==> src/rtl/load_vector.sv <==
// Streams a vector from DRAM one element at a time, packs elements into
// fixed-width tiles and hands each tile to the vector buffer file.
module load_vector #(
  parameter int ADDR_WIDTH = 24,
  parameter int DATA_WIDTH = 8,
  parameter int TILE_WIDTH = 256,
  parameter int TILE_ELEMS = TILE_WIDTH / DATA_WIDTH
) (
  input  logic                                  clk,
  input  logic                                  rst,
  input  logic                                  start,
  input  logic [ADDR_WIDTH-1:0]                 dram_addr,
  input  logic [9:0]                            length,
  input  logic [4:0]                            buf_id,
  output logic                                  mem_req,
  output logic [ADDR_WIDTH-1:0]                 mem_addr,
  input  logic [DATA_WIDTH-1:0]                 mem_rdata,
  input  logic                                  mem_valid,
  output logic                                  buf_write_en,
  output logic [4:0]                            buf_write_id,
  output logic [TILE_ELEMS-1:0][DATA_WIDTH-1:0] buf_write_data,
  input  logic                                  buf_write_done,
  output logic                                  busy,
  output logic                                  done
);

  localparam int IDX_W = (TILE_ELEMS > 1) ? $clog2(TILE_ELEMS) : 1;
  localparam logic [IDX_W-1:0] LAST_IDX = IDX_W'(TILE_ELEMS - 1);

  typedef enum logic [2:0] {
    S_IDLE,
    S_READ_REQ,
    S_READ_WAIT,
    S_WRITE_TILE,
    S_WAIT_BUF,
    S_FINISH
  } state_t;

  state_t                                state_q, state_d;
  logic [ADDR_WIDTH-1:0]                 base_q, base_d;
  logic [9:0]                            len_q, len_d;
  logic [10:0]                           count_q, count_d;
  logic [IDX_W-1:0]                      idx_q, idx_d;
  logic [4:0]                            id_d;
  logic [TILE_ELEMS-1:0][DATA_WIDTH-1:0] tile_d;
  logic                                  buf_accept;

  // The tile register doubles as buf_write_data: it is untouched between the
  // write pulse and the buffer acknowledge, so the data holds stable.
  always_comb begin
    state_d    = state_q;
    base_d     = base_q;
    len_d      = len_q;
    count_d    = count_q;
    idx_d      = idx_q;
    id_d       = buf_write_id;
    tile_d     = buf_write_data;
    buf_accept = buf_write_done &&
                 (state_q == S_WRITE_TILE || state_q == S_WAIT_BUF);

    case (state_q)
      S_IDLE: begin
        if (start) begin
          base_d  = dram_addr;
          len_d   = length;
          id_d    = buf_id;
          count_d = '0;
          idx_d   = '0;
          tile_d  = '0;
          state_d = (length == 10'd0) ? S_FINISH : S_READ_REQ;
        end
      end
      S_READ_REQ:   state_d = S_READ_WAIT;
      S_READ_WAIT: begin
        if (mem_valid) begin
          tile_d[idx_q] = mem_rdata;
          count_d       = count_q + 11'd1;
          idx_d         = (idx_q == LAST_IDX) ? '0 : idx_q + IDX_W'(1);
          if (idx_q == LAST_IDX || count_d == {1'b0, len_q})
            state_d = S_WRITE_TILE;
          else
            state_d = S_READ_REQ;
        end
      end
      S_WRITE_TILE: state_d = S_WAIT_BUF;
      S_WAIT_BUF:   state_d = S_WAIT_BUF;
      S_FINISH:     state_d = S_IDLE;
      default:      state_d = S_IDLE;
    endcase

    // The buffer may acknowledge in the same cycle as the write pulse.
    if (buf_accept) begin
      if (count_q == {1'b0, len_q}) begin
        state_d = S_FINISH;
      end else begin
        state_d = S_READ_REQ;
        tile_d  = '0;
        idx_d   = '0;
      end
    end
  end

  // Outputs are decoded from the next state so every one comes from a flop.
  always_ff @(posedge clk or posedge rst) begin
    if (rst) begin
      state_q        <= S_IDLE;
      base_q         <= '0;
      len_q          <= '0;
      count_q        <= '0;
      idx_q          <= '0;
      buf_write_id   <= '0;
      buf_write_data <= '0;
      mem_req        <= 1'b0;
      mem_addr       <= '0;
      buf_write_en   <= 1'b0;
      busy           <= 1'b0;
      done           <= 1'b0;
    end else begin
      state_q        <= state_d;
      base_q         <= base_d;
      len_q          <= len_d;
      count_q        <= count_d;
      idx_q          <= idx_d;
      buf_write_id   <= id_d;
      buf_write_data <= tile_d;
      mem_req        <= (state_d == S_READ_REQ);
      mem_addr       <= (state_d == S_READ_REQ) ? base_d + ADDR_WIDTH'(count_d) : '0;
      buf_write_en   <= (state_d == S_WRITE_TILE);
      busy           <= (state_d != S_IDLE);
      done           <= (state_d == S_FINISH);
    end
  end

endmodule

==> config.mk <==
export PLATFORM = sky130hd
export DESIGN_NAME = load_vector
export DESIGN_NICKNAME = d
export VERILOG_FILES = /design/src/rtl/load_vector.sv
export SDC_FILE = /design/constraint.sdc
export NUM_CORES = 1
export LEC_CHECK = 0
export ABC_AREA = 1
export CORE_ASPECT_RATIO = 0.6
export CORE_MARGIN = 2
export CORE_UTILIZATION = 46
export CTS_CLUSTER_DIAMETER = 30
export DETAILED_ROUTE_END_ITERATION = 12
export PLACE_DENSITY = 0.82
export SLEW_MARGIN = 20
export SYNTH_ARGS = -nofsm -noshare
export SYNTH_HDL_FRONTEND = slang
export SYNTH_SLANG_ARGS = --single-unit
export TNS_END_PERCENT = 100
==> constraint.sdc <==
create_clock -name clk -period 10.6 [get_ports clk]
set_input_delay 1.59 -clock clk [delete_from_list [all_inputs] [get_ports clk]]
set_output_delay 1.59 -clock clk [all_outputs]
set_load 0.05 [all_outputs]
run_1/registers.png
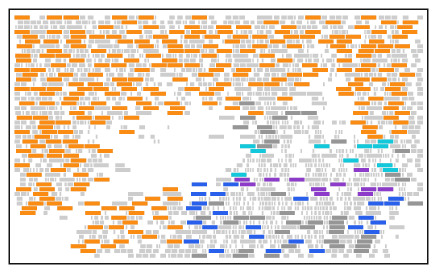
Blue marks `base_q`, placed flops 24. Purple marks `count_q`, placed flops 11. Orange marks `buf_write_data`, placed flops 256, where widely spread. Cyan marks `len_q`, placed flops 10, where east.
Another 41 sequential cells are not coloured.

run_1/metal_stack.png
Scale bar: 50 um.
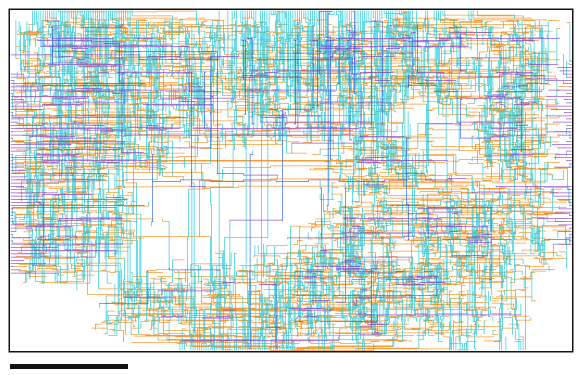
Blue marks met4, wire length 1,380 um. Cyan marks met2, wire length 22.9 mm. Purple marks met3, wire length 5,440 um. Orange marks met1, wire length 22.8 mm.

==> out/qor.txt, run 1 <==
Status -> finished, final reports clean
Comb power -> 0.00172 W
Flops & latches, synth -> 342
Final Worst Setup Slack -> 5.84 ns
Worst path top cell family by delay -> simple AND/OR/NAND/NOR gates
Final-report max-slew violation count -> 0
Max reg flops -> 256
Non-filler instance count after layout -> 2,406
Hold Path Depth -> 2
Worst hold path type -> flip-flop to flip-flop
Setup violators final -> 0
Core Util, Final -> 64.1%
DP Cell Count -> 2,302
Clock transition at the registers of the reported paths -> 0.06 ns
Tcrit/Tclk final -> 44.9%
# Post-CTS Setup Buffers -> 0
Post-cts hold buffer count -> 0
GPL Wtd Cong -> 0.934
Mapped cell area -> 15,100 um^2
Biggest regs -> buf_write_data (256), base_q (24), mem_addr (24)
CP Launch Point -> start
Unrepaired setup endpoints after global routing -> no
Post-synth top area cell -> dfrtp_1
Post-Place Setup Slack -> 5.31 ns
Worst skew pair latency -> 0.57 ns
DRC violations left -> 0
Worst-Margin Slew -> 1.13 ns
Gr ovfl total -> 0
YS warnings -> 0
Slew headroom -> 24.7%
Setup crit end kind -> flip-flop
Cells after Synth -> 1,603
Clock share of power -> 34.3%
Crit path DRT -> 11.09 ns
Dominant comb cell -> simple AND/OR/NAND/NOR gates
Core Area -> 32,400 um^2
Dominant power group -> combinational logic
Final worst path period need -> 4.76 ns
Clk power -> 0.00170 W
R2R Setup Slk -> 6.61 ns
Internal Power -> 0.00288 W
CP max stage delay -> 0.60 ns
Post-CTS Resized -> 0
PD cells -> 238 nW/um^2
Combinational share of power -> 34.8%
Cts bufs inserted -> 52
Initial antenna violation count -> 1
WS Path Type -> primary input to flip-flop
Number of port buffers -> 340
Min-delay src -> buf_write_id[0]$_DFFE_PP0P_
CTS tree -> yes
Crit. path cell count -> 19
Clock skew -> 0.0374 ns
Pin count of the biggest net entering global routing -> 262
Total GRT Usage -> 29.5%
Final Instance Area -> 20,800 um^2
Tool warnings -> 35
Multiplexer share -> 0%
Most used cell, CP -> nand2_1
Pleak -> 9.29 nW
Switching pwr -> 0.00206 W
run_1/pins.png
Pins as bars across the die edge, other pins in grey.
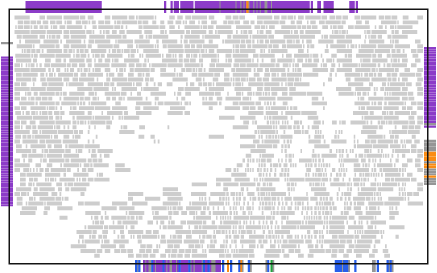
Orange marks `length`, pins 10, direction input, edge 7 east, 2 south, 1 north. Green marks `mem_req`, pins 1, direction output, edge south. Blue marks `mem_addr`, pins 24, direction output, edge south. Purple marks `buf_write_data`, pins 256, direction output, edge 132 north, 63 west, 33 east, 28 south.
All pins by edge: 144 north, 80 south, 64 west, 53 east.

run 1: layout make-up:
type	count	area, um^2	share of cell area (%)
Tap cell	424	531	2.55
Timing Repair Buffer	354	3680	17.7
Antenna cell	1	2.50	0.0120
Clock buffer	57	1360	6.55
Sequential cell	342	8560	41.2
Inverter	97	377	1.81
Multi-Input combinational cell	1092	5890	28.4
Clock inverter	39	377	1.81
run 1: metal layers:
metal / wire length (um) / vias up / part of all wire [%] / GRT usage (%)
met5: 0 / - / 0 / 0
met4: 1380 / 0 / 2.6 / 9.34
met3: 5440 / 103 / 10 / 8.63
met2: 22900 / 782 / 44 / 42.4
met1: 22800 / 7019 / 43 / 42.7
li1: - / 6178 / - / -
run_1/clock_map.png
Scale bar: 50 um.
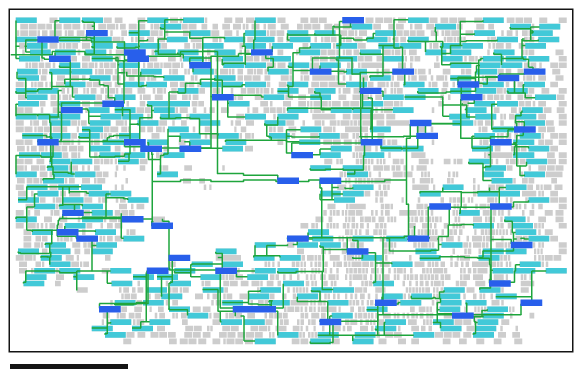

==> inputs of run 2 (changes only) <==
==> constraint.sdc (replaced) <==
create_clock -name clk -period 4 [get_ports clk]
set_input_delay 0.6 -clock clk [delete_from_list [all_inputs] [get_ports clk]]
set_output_delay 0.6 -clock clk [all_outputs]
set_load 0.05 [all_outputs]
run_2/clock_map.png
Scale bar: 50 um.
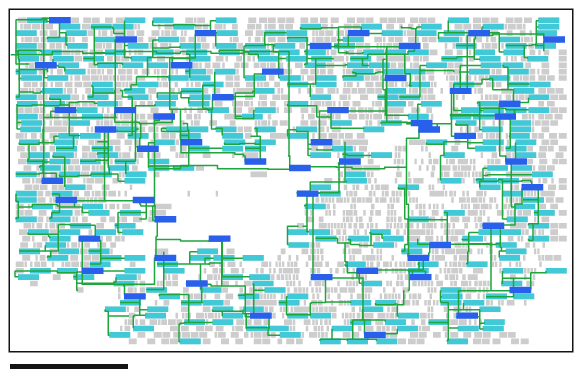
Cyan marks flip-flops, count 342. Green marks clock wires, length 4,760 um. Blue marks cells driving clock nets, count 53.
Position of the flops: widely spread. There are 54 routed clock nets.

run_2/metal_stack.png
Scale bar: 50 um.
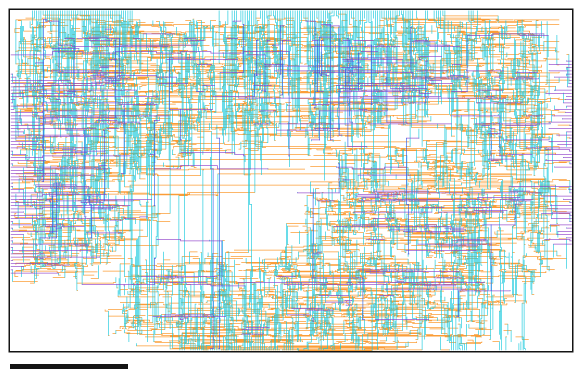
Blue marks met4, wire length 1,350 um. Purple marks met3, wire length 5,320 um. Orange marks met1, wire length 23.1 mm. Cyan marks met2, wire length 23.2 mm.

==> run 2 against run 1 <==
  * Total power rose to 2.7 times the previous value
  * Die size unchanged
  * Highest routed layer unchanged
  * Clock power rose to 2.9 times the previous value
  * Sequential share of layout area down 0.53 points
  * Cell count up 1.0%
==> out/qor.txt, run 2 <==
WL met1 -> 23.1 mm (+1.6%)
Die footprint -> 34,400 um^2
Comb power -> 0.00457 W (+170%)
Seq. cell area -> 8560 um^2 (unchanged)
Clock skew -> 0.0316 ns (-0.00583 ns)
Unrepaired setup endpoints after global routing -> no
Tcrit/Tclk final -> 87.0%
Met1 Use GR -> 43.2% (+0.44 points)
Global-route wire length before repair -> 80.1 mm
Worst hold path type -> flip-flop to flip-flop
Layout cells sized above 1 -> 9.58%
Clock transition at the registers of the reported paths -> 0.05 ns (about the same)
DP Cell Count -> 2,330 (+1.2%)
YS warnings -> 0 (unchanged)
Peak supply drop -> 0.368 mV
Reg power frac -> 29.9%
Slew headroom -> 31.1% (+6.4 points)
Post-Place Setup Slack -> 0.247 ns (-5.07 ns)
Worst skew pair latency -> 0.59 ns (+0.02 ns)
Final Instance Area -> 21,000 um^2 (+1.3%)
Sequential share of cell area -> 40.7% (-0.53 points)
Yosys Chip Area -> 15,100 um^2
Async S/R FF share, synth -> 100%
Clock Sinks -> 342
Post-route setup TNS -> 0 ns
Post-DRT Antenna Nets -> 0
Arr. time, crit path -> 3.97 ns
Post-Route WL -> 53.0 mm
Tool warnings -> 30 (-14%)
Biggest regs -> buf_write_data (256), base_q (24), mem_addr (24)
Pin count of the biggest net entering global routing -> 91 (-65%)
CP max stage delay -> 0.50 ns (-0.10 ns)
Final worst path period need -> 3.48 ns
Flops & latches, synth -> 342 (unchanged)
Cells after Synth -> 1,603 (unchanged)
Net Sw Frac -> 40.4%
Final Worst Setup Slack -> 0.521 ns (-5.32 ns)
Max Clock Freq -> 287 MHz
Flop count -> 342 (unchanged)
Nets@finish -> 2,031
Gr busiest metal -> met2
Met3 GRT Util -> 9.52% (+0.90 points)
Gr ovfl total -> 0 (unchanged)
Routed met2 length -> 23.2 mm (+1.4%)
Met2 GRT Util -> 44.3% (+1.9 points)
Clk power -> 0.00490 W (+190%)
Setup violators final -> 0 (unchanged)
Worst path top cell family by delay -> buffers and inverters
PD cells -> 642 nW/um^2 (+170%)
Combinational share of power -> 33.8% (-1.0 points)
Aoi share -> 16.3%
Floorplan Nets -> 1,673
Number of port buffers -> 340 (unchanged)
DRC violations left -> 0 (unchanged)
Initial antenna violation count -> 1 (unchanged)
Signal buffers -> 375 (+5.9%)
Max-area cell class -> registers
Post-CTS Resized -> 0 (unchanged)
Crit path DRT -> 4.49 ns (-6.60 ns)
Synth area leaders -> dfrtp_1, a22oi_1, nor2_1, nand2_1, inv_1
Cts bufs inserted -> 53 (+1.9%)
Placed inst area -> 19,100 um^2
R2R Setup Slk -> 0.52 ns (-6.09 ns)
CTS root buf -> clkbuf_16
Max reg flops -> 256 (unchanged)
Comb area share -> 28.0% (-0.36 points)
Post-synth top area cell -> dfrtp_1
Comb gate area -> 5890 um^2 (unchanged)
Multiplexer share -> 0% (unchanged)
Clock network share of area -> 9.06% (+0.70 points)
Mapped cell area -> 15,100 um^2 (unchanged)
Most used cell, CP -> nand2_1
GPL Wtd Cong -> 0.938 (+0.43%)
Num rows -> 51
WP buf/inv -> 4
Pleak -> 9.44 nW (+1.5%)
Count of library flops with an enable pin -> 0
Total GRT Usage -> 30.3% (+0.85 points)
CTS tree -> yes
Dominant logic cell type in the layout -> nor2_1
Dominant comb cell -> simple AND/OR/NAND/NOR gates
Final-report max-slew violation count -> 0 (unchanged)
Top Layer Used -> met4
#MultiIn Comb -> 1,092 (unchanged)
H-tree levels -> 2
Worst-Margin Slew -> 1.03 ns (-0.0978 ns)
Core Util, Final -> 64.9% (+0.83 points)
Setup crit end kind -> flip-flop
Internal Power -> 0.00805 W (+180%)
WS Path Type -> flip-flop to flip-flop
Non-filler instance count after layout -> 2,430 (+1.0%)
Clock share of power -> 36.3% (+2.0 points)
Clk_buf instances -> 63 (+11%)
Endpoints failing hold -> 0
Core Area -> 32,400 um^2 (unchanged)
Status -> finished, final reports clean
Data buffer area share -> 18.0% (+0.25 points)
Dominant power group -> the clock network
Init Core Util -> 46.6%
Inverters -> 97 (unchanged)
Switching pwr -> 0.00546 W (+160%)
# Post-CTS Setup Buffers -> 0 (unchanged)
Diode count -> 1 (unchanged)
Post-cts hold buffer count -> 0 (unchanged)
Tap cells -> 424 (unchanged)
Routed wl met3 -> 5.32 mm (-2.3%)
==> run 2: worst paths after layout <==
kind / endpoint / depth (start not counted) / start
worst min-delay path: buf_write_id[0]$_DFFE_PP0P_ / 2 / buf_write_id[0]$_DFFE_PP0P_
max in group asynchronous: buf_write_data[196]$_DFF_PP0_ / 3 / rst
worst max register to register: mem_addr[19]$_DFF_PP0_ / 15 / state_q[1]$_DFF_PP0_
worst min register to register: buf_write_id[0]$_DFFE_PP0P_ / 2 / buf_write_id[0]$_DFFE_PP0P_
worst max-delay path: mem_addr[19]$_DFF_PP0_ / 15 / state_q[1]$_DFF_PP0_
min in group asynchronous: buf_write_data[16]$_DFF_PP0_ / 2 / rst
==> run 2: tightest hold or removal path: cells and delay by family (launching register included) <==
family	cells	cell delay, ns
flops	1	0.34
simple gates	2	0.10
Power and IR drop assume default switching activity.
